--- src/rtl/pipeline_hazard_ctrl_if.sv ---
// Hazard controller bundle: pipeline hazard inputs and stage controls.
// master = pipeline datapath side, slave = hazard controller.
interface pipeline_hazard_ctrl_if;
  logic        enable;
  logic [4:0]  id_rs1;
  logic [4:0]  id_rs2;
  logic        id_uses_rs2;
  logic [4:0]  ex_rd;
  logic        ex_mem_read;
  logic        ex_is_mult;
  logic        mem_redirect;
  logic        pc_en;
  logic        if_id_en;
  logic        id_ex_en;
  logic        ex_mem_en;
  logic        mem_wb_en;
  logic        if_id_flush;
  logic        id_ex_flush;
  logic        ex_mem_flush;
  logic        stall;
  logic [31:0] stall_cnt;
  logic [31:0] flush_cnt;

  modport master (
    output enable, id_rs1, id_rs2, id_uses_rs2,
    output ex_rd, ex_mem_read, ex_is_mult, mem_redirect,
    input  pc_en, if_id_en, id_ex_en, ex_mem_en, mem_wb_en,
    input  if_id_flush, id_ex_flush, ex_mem_flush,
    input  stall, stall_cnt, flush_cnt
  );

  modport slave (
    input  enable, id_rs1, id_rs2, id_uses_rs2,
    input  ex_rd, ex_mem_read, ex_is_mult, mem_redirect,
    output pc_en, if_id_en, id_ex_en, ex_mem_en, mem_wb_en,
    output if_id_flush, id_ex_flush, ex_mem_flush,
    output stall, stall_cnt, flush_cnt
  );
endinterface

--- src/rtl/pipeline_hazard_ctrl.sv ---
// Stall/flush sequencer for the 5-stage pipeline.
// Define HAZARD_PERF_CNT_EN to build the stall/redirect perf counters.
module pipeline_hazard_ctrl #(
  parameter int MULT_LATENCY = 3,
  parameter int CNT_W        = 4
) (
  input  logic                 clk,
  input  logic                 rst,
  pipeline_hazard_ctrl_if.slave hz
);

  typedef enum logic [1:0] {
    IDLE      = 2'd0,
    RUN       = 2'd1,
    MULT_WAIT = 2'd2
  } state_t;

  // {pc, if_id, id_ex, ex_mem, mem_wb, if_id_fl, id_ex_fl, ex_mem_fl, stall}
  localparam logic [8:0] CTL_OFF  = 9'b00000_000_0;
  localparam logic [8:0] CTL_RUN  = 9'b11111_000_0;
  localparam logic [8:0] CTL_LU   = 9'b00111_010_1;
  localparam logic [8:0] CTL_MUL  = 9'b00011_001_1;
  localparam logic [8:0] CTL_REDR = 9'b11111_111_0;

  localparam bit MULT_ON = (MULT_LATENCY > 1);
  localparam logic [CNT_W-1:0] CNT_INIT =
    CNT_W'(MULT_ON ? MULT_LATENCY - 2 : 0);

  state_t           state_q, state_d;
  logic [CNT_W-1:0] cnt_q, cnt_d;
  logic [8:0]       ctl;
  logic             load_use;
  logic             mult_hit;
  logic             rs1_hit;
  logic             rs2_hit;

  assign rs1_hit  = (hz.ex_rd == hz.id_rs1);
  assign rs2_hit  = hz.id_uses_rs2 && (hz.ex_rd == hz.id_rs2);
  assign load_use = hz.ex_mem_read && (hz.ex_rd != 5'd0)
                    && (rs1_hit || rs2_hit);
  assign mult_hit = hz.ex_is_mult && MULT_ON;

  always_ff @(posedge clk) begin
    if (rst) begin
      state_q <= IDLE;
      cnt_q   <= '0;
    end else begin
      state_q <= state_d;
      cnt_q   <= cnt_d;
    end
  end

  always_comb begin
    state_d = state_q;
    cnt_d   = cnt_q;
    if (hz.enable) begin
      unique case (state_q)
        IDLE: state_d = RUN;
        RUN: begin
          if (!hz.mem_redirect && !load_use && mult_hit) begin
            state_d = MULT_WAIT;
            cnt_d   = CNT_INIT;
          end
        end
        MULT_WAIT: begin
          if (cnt_q != '0) cnt_d   = cnt_q - CNT_W'(1);
          else             state_d = RUN;
        end
        default: state_d = IDLE;
      endcase
    end
  end

  // Reset gates outputs so an abandoned multiply emits no strobes.
  always_comb begin
    ctl = CTL_OFF;
    if (!rst && hz.enable) begin
      unique case (state_q)
        RUN: begin
          if (hz.mem_redirect) ctl = CTL_REDR;
          else if (load_use)   ctl = CTL_LU;
          else if (mult_hit)   ctl = CTL_MUL;
          else                 ctl = CTL_RUN;
        end
        MULT_WAIT: ctl = (cnt_q != '0) ? CTL_MUL : CTL_RUN;
        default:   ctl = CTL_OFF;
      endcase
    end
  end

  assign hz.pc_en        = ctl[8];
  assign hz.if_id_en     = ctl[7];
  assign hz.id_ex_en     = ctl[6];
  assign hz.ex_mem_en    = ctl[5];
  assign hz.mem_wb_en    = ctl[4];
  assign hz.if_id_flush  = ctl[3];
  assign hz.id_ex_flush  = ctl[2];
  assign hz.ex_mem_flush = ctl[1];
  assign hz.stall        = ctl[0];

`ifdef HAZARD_PERF_CNT_EN
  logic [31:0] stall_cnt_q;
  logic [31:0] flush_cnt_q;
  logic        redir_ev;

  assign redir_ev = (state_q == RUN) && hz.enable
                    && hz.mem_redirect && !rst;

  always_ff @(posedge clk) begin
    if (rst) begin
      stall_cnt_q <= '0;
      flush_cnt_q <= '0;
    end else begin
      if (ctl[0] && (stall_cnt_q != '1))
        stall_cnt_q <= stall_cnt_q + 32'd1;
      if (redir_ev && (flush_cnt_q != '1))
        flush_cnt_q <= flush_cnt_q + 32'd1;
    end
  end

  assign hz.stall_cnt = stall_cnt_q;
  assign hz.flush_cnt = flush_cnt_q;
`else
  assign hz.stall_cnt = '0;
  assign hz.flush_cnt = '0;
`endif

endmodule

--- src/flat_wrapper.sv ---
// flat-port wrapper written by rule: the top's interface ports become plain ports
module pipeline_hazard_ctrl_flat 
#(
  parameter int MULT_LATENCY = 3,
  parameter int CNT_W        = 4
)
  (clk, rst, hz_enable, hz_id_rs1, hz_id_rs2, hz_id_uses_rs2, hz_ex_rd, hz_ex_mem_read, hz_ex_is_mult, hz_mem_redirect, hz_pc_en, hz_if_id_en, hz_id_ex_en, hz_ex_mem_en, hz_mem_wb_en, hz_if_id_flush, hz_id_ex_flush, hz_ex_mem_flush, hz_stall, hz_stall_cnt, hz_flush_cnt);
  pipeline_hazard_ctrl_if hz_i ();
  input  logic clk;
  input  logic rst;
  input wire logic [$bits(hz_i.enable)-1:0] hz_enable;
  input wire logic [$bits(hz_i.id_rs1)-1:0] hz_id_rs1;
  input wire logic [$bits(hz_i.id_rs2)-1:0] hz_id_rs2;
  input wire logic [$bits(hz_i.id_uses_rs2)-1:0] hz_id_uses_rs2;
  input wire logic [$bits(hz_i.ex_rd)-1:0] hz_ex_rd;
  input wire logic [$bits(hz_i.ex_mem_read)-1:0] hz_ex_mem_read;
  input wire logic [$bits(hz_i.ex_is_mult)-1:0] hz_ex_is_mult;
  input wire logic [$bits(hz_i.mem_redirect)-1:0] hz_mem_redirect;
  output wire logic [$bits(hz_i.pc_en)-1:0] hz_pc_en;
  output wire logic [$bits(hz_i.if_id_en)-1:0] hz_if_id_en;
  output wire logic [$bits(hz_i.id_ex_en)-1:0] hz_id_ex_en;
  output wire logic [$bits(hz_i.ex_mem_en)-1:0] hz_ex_mem_en;
  output wire logic [$bits(hz_i.mem_wb_en)-1:0] hz_mem_wb_en;
  output wire logic [$bits(hz_i.if_id_flush)-1:0] hz_if_id_flush;
  output wire logic [$bits(hz_i.id_ex_flush)-1:0] hz_id_ex_flush;
  output wire logic [$bits(hz_i.ex_mem_flush)-1:0] hz_ex_mem_flush;
  output wire logic [$bits(hz_i.stall)-1:0] hz_stall;
  output wire logic [$bits(hz_i.stall_cnt)-1:0] hz_stall_cnt;
  output wire logic [$bits(hz_i.flush_cnt)-1:0] hz_flush_cnt;
  assign hz_i.enable = hz_enable;
  assign hz_i.id_rs1 = hz_id_rs1;
  assign hz_i.id_rs2 = hz_id_rs2;
  assign hz_i.id_uses_rs2 = hz_id_uses_rs2;
  assign hz_i.ex_rd = hz_ex_rd;
  assign hz_i.ex_mem_read = hz_ex_mem_read;
  assign hz_i.ex_is_mult = hz_ex_is_mult;
  assign hz_i.mem_redirect = hz_mem_redirect;
  assign hz_pc_en = hz_i.pc_en;
  assign hz_if_id_en = hz_i.if_id_en;
  assign hz_id_ex_en = hz_i.id_ex_en;
  assign hz_ex_mem_en = hz_i.ex_mem_en;
  assign hz_mem_wb_en = hz_i.mem_wb_en;
  assign hz_if_id_flush = hz_i.if_id_flush;
  assign hz_id_ex_flush = hz_i.id_ex_flush;
  assign hz_ex_mem_flush = hz_i.ex_mem_flush;
  assign hz_stall = hz_i.stall;
  assign hz_stall_cnt = hz_i.stall_cnt;
  assign hz_flush_cnt = hz_i.flush_cnt;
  pipeline_hazard_ctrl #(.MULT_LATENCY(MULT_LATENCY), .CNT_W(CNT_W)) u_core (.clk(clk), .rst(rst), .hz(hz_i));
endmodule
--- config.mk ---
export PLATFORM = sky130hd
export DESIGN_NAME = pipeline_hazard_ctrl_flat
export DESIGN_NICKNAME = d
export VERILOG_FILES = /design/src/rtl/pipeline_hazard_ctrl_if.sv /design/src/rtl/pipeline_hazard_ctrl.sv /design/src/flat_wrapper.sv
export SDC_FILE = /design/constraint.sdc
export NUM_CORES = 1
export LEC_CHECK = 0
export CAP_MARGIN = 25
export CORE_UTILIZATION = 33
export DETAILED_ROUTE_END_ITERATION = 10
export PLACE_DENSITY = 0.82
export SLEW_MARGIN = 20
export SYNTH_ARGS = -nofsm -noshare
export SYNTH_HDL_FRONTEND = slang
export SYNTH_SLANG_ARGS = --single-unit
export TNS_END_PERCENT = 10
--- constraint.sdc ---
create_clock -name clk -period 1.7 [get_ports clk]
set_input_delay 0.17 -clock clk [delete_from_list [all_inputs] [get_ports clk]]
set_output_delay 0.17 -clock clk [all_outputs]
set_load 0.02 [all_outputs]
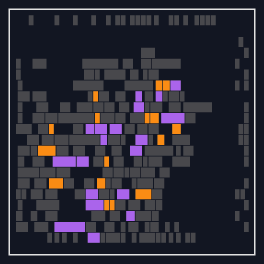
gate_families.png
(4 px per um)
inverting AOI/OAI gates: drawn in purple, cells 19. NOR gates: drawn in orange, cells 16.

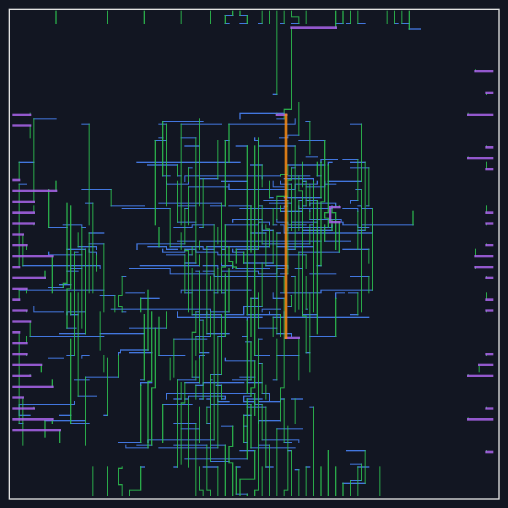
metal_stack.png
(8 px per um)
met1: drawn in blue, wire length 857 um. met2: drawn in green, wire length 1350 um. met4: drawn in orange, wire length 27.9 um. met3: drawn in purple, wire length 105 um.
GRT Total Usage: 0.128
Vias: 1035
Routed WL per cell: 9.00 um
Routed WL: 2.34 mm

==> results.tsv <==
stage	metric	value	unit
run	count of tool warnings	32	
synth	ao+oa area frac	0.164	
setup_path	r2r setup slk	0.09	ns
final_layout	sequential share of cell area	0.0773	
final_layout	Fillers	344	
sta	# setup viols final	5	
final_layout	Reg area	123	um^2
status	failing checks	setup timing	
final_layout	registers	6	
synth	Adder Area Share	0.0544	
synth	post-synthesis cell area	1150	um^2
final_layout	synth-to-layout area growth	37.9	%
routing	number of antenna-violating nets in the routed design	0	
clock_tree	H-tree levels	1	
sta	final setup margin	-0.0436	ns
sta	Clock Skews	0.0122	ns
routing	Highest Signal Layer	met4	
final_layout	Clock buf/inv share	0.0142	
synth	Post-Synth XOR/XNOR Area	0.0762	
synth	FFs w/ async S/R, synth	0	
setup_path	Worst Setup EP	hz_if_id_en	
synth	Yosys top cell area share	0.431	
final_layout	biggest regs	u_core.cnt_q x4, u_core.state_q x2	
synth	YS chip area	1150	um^2
status	status	complete, but fails checks	
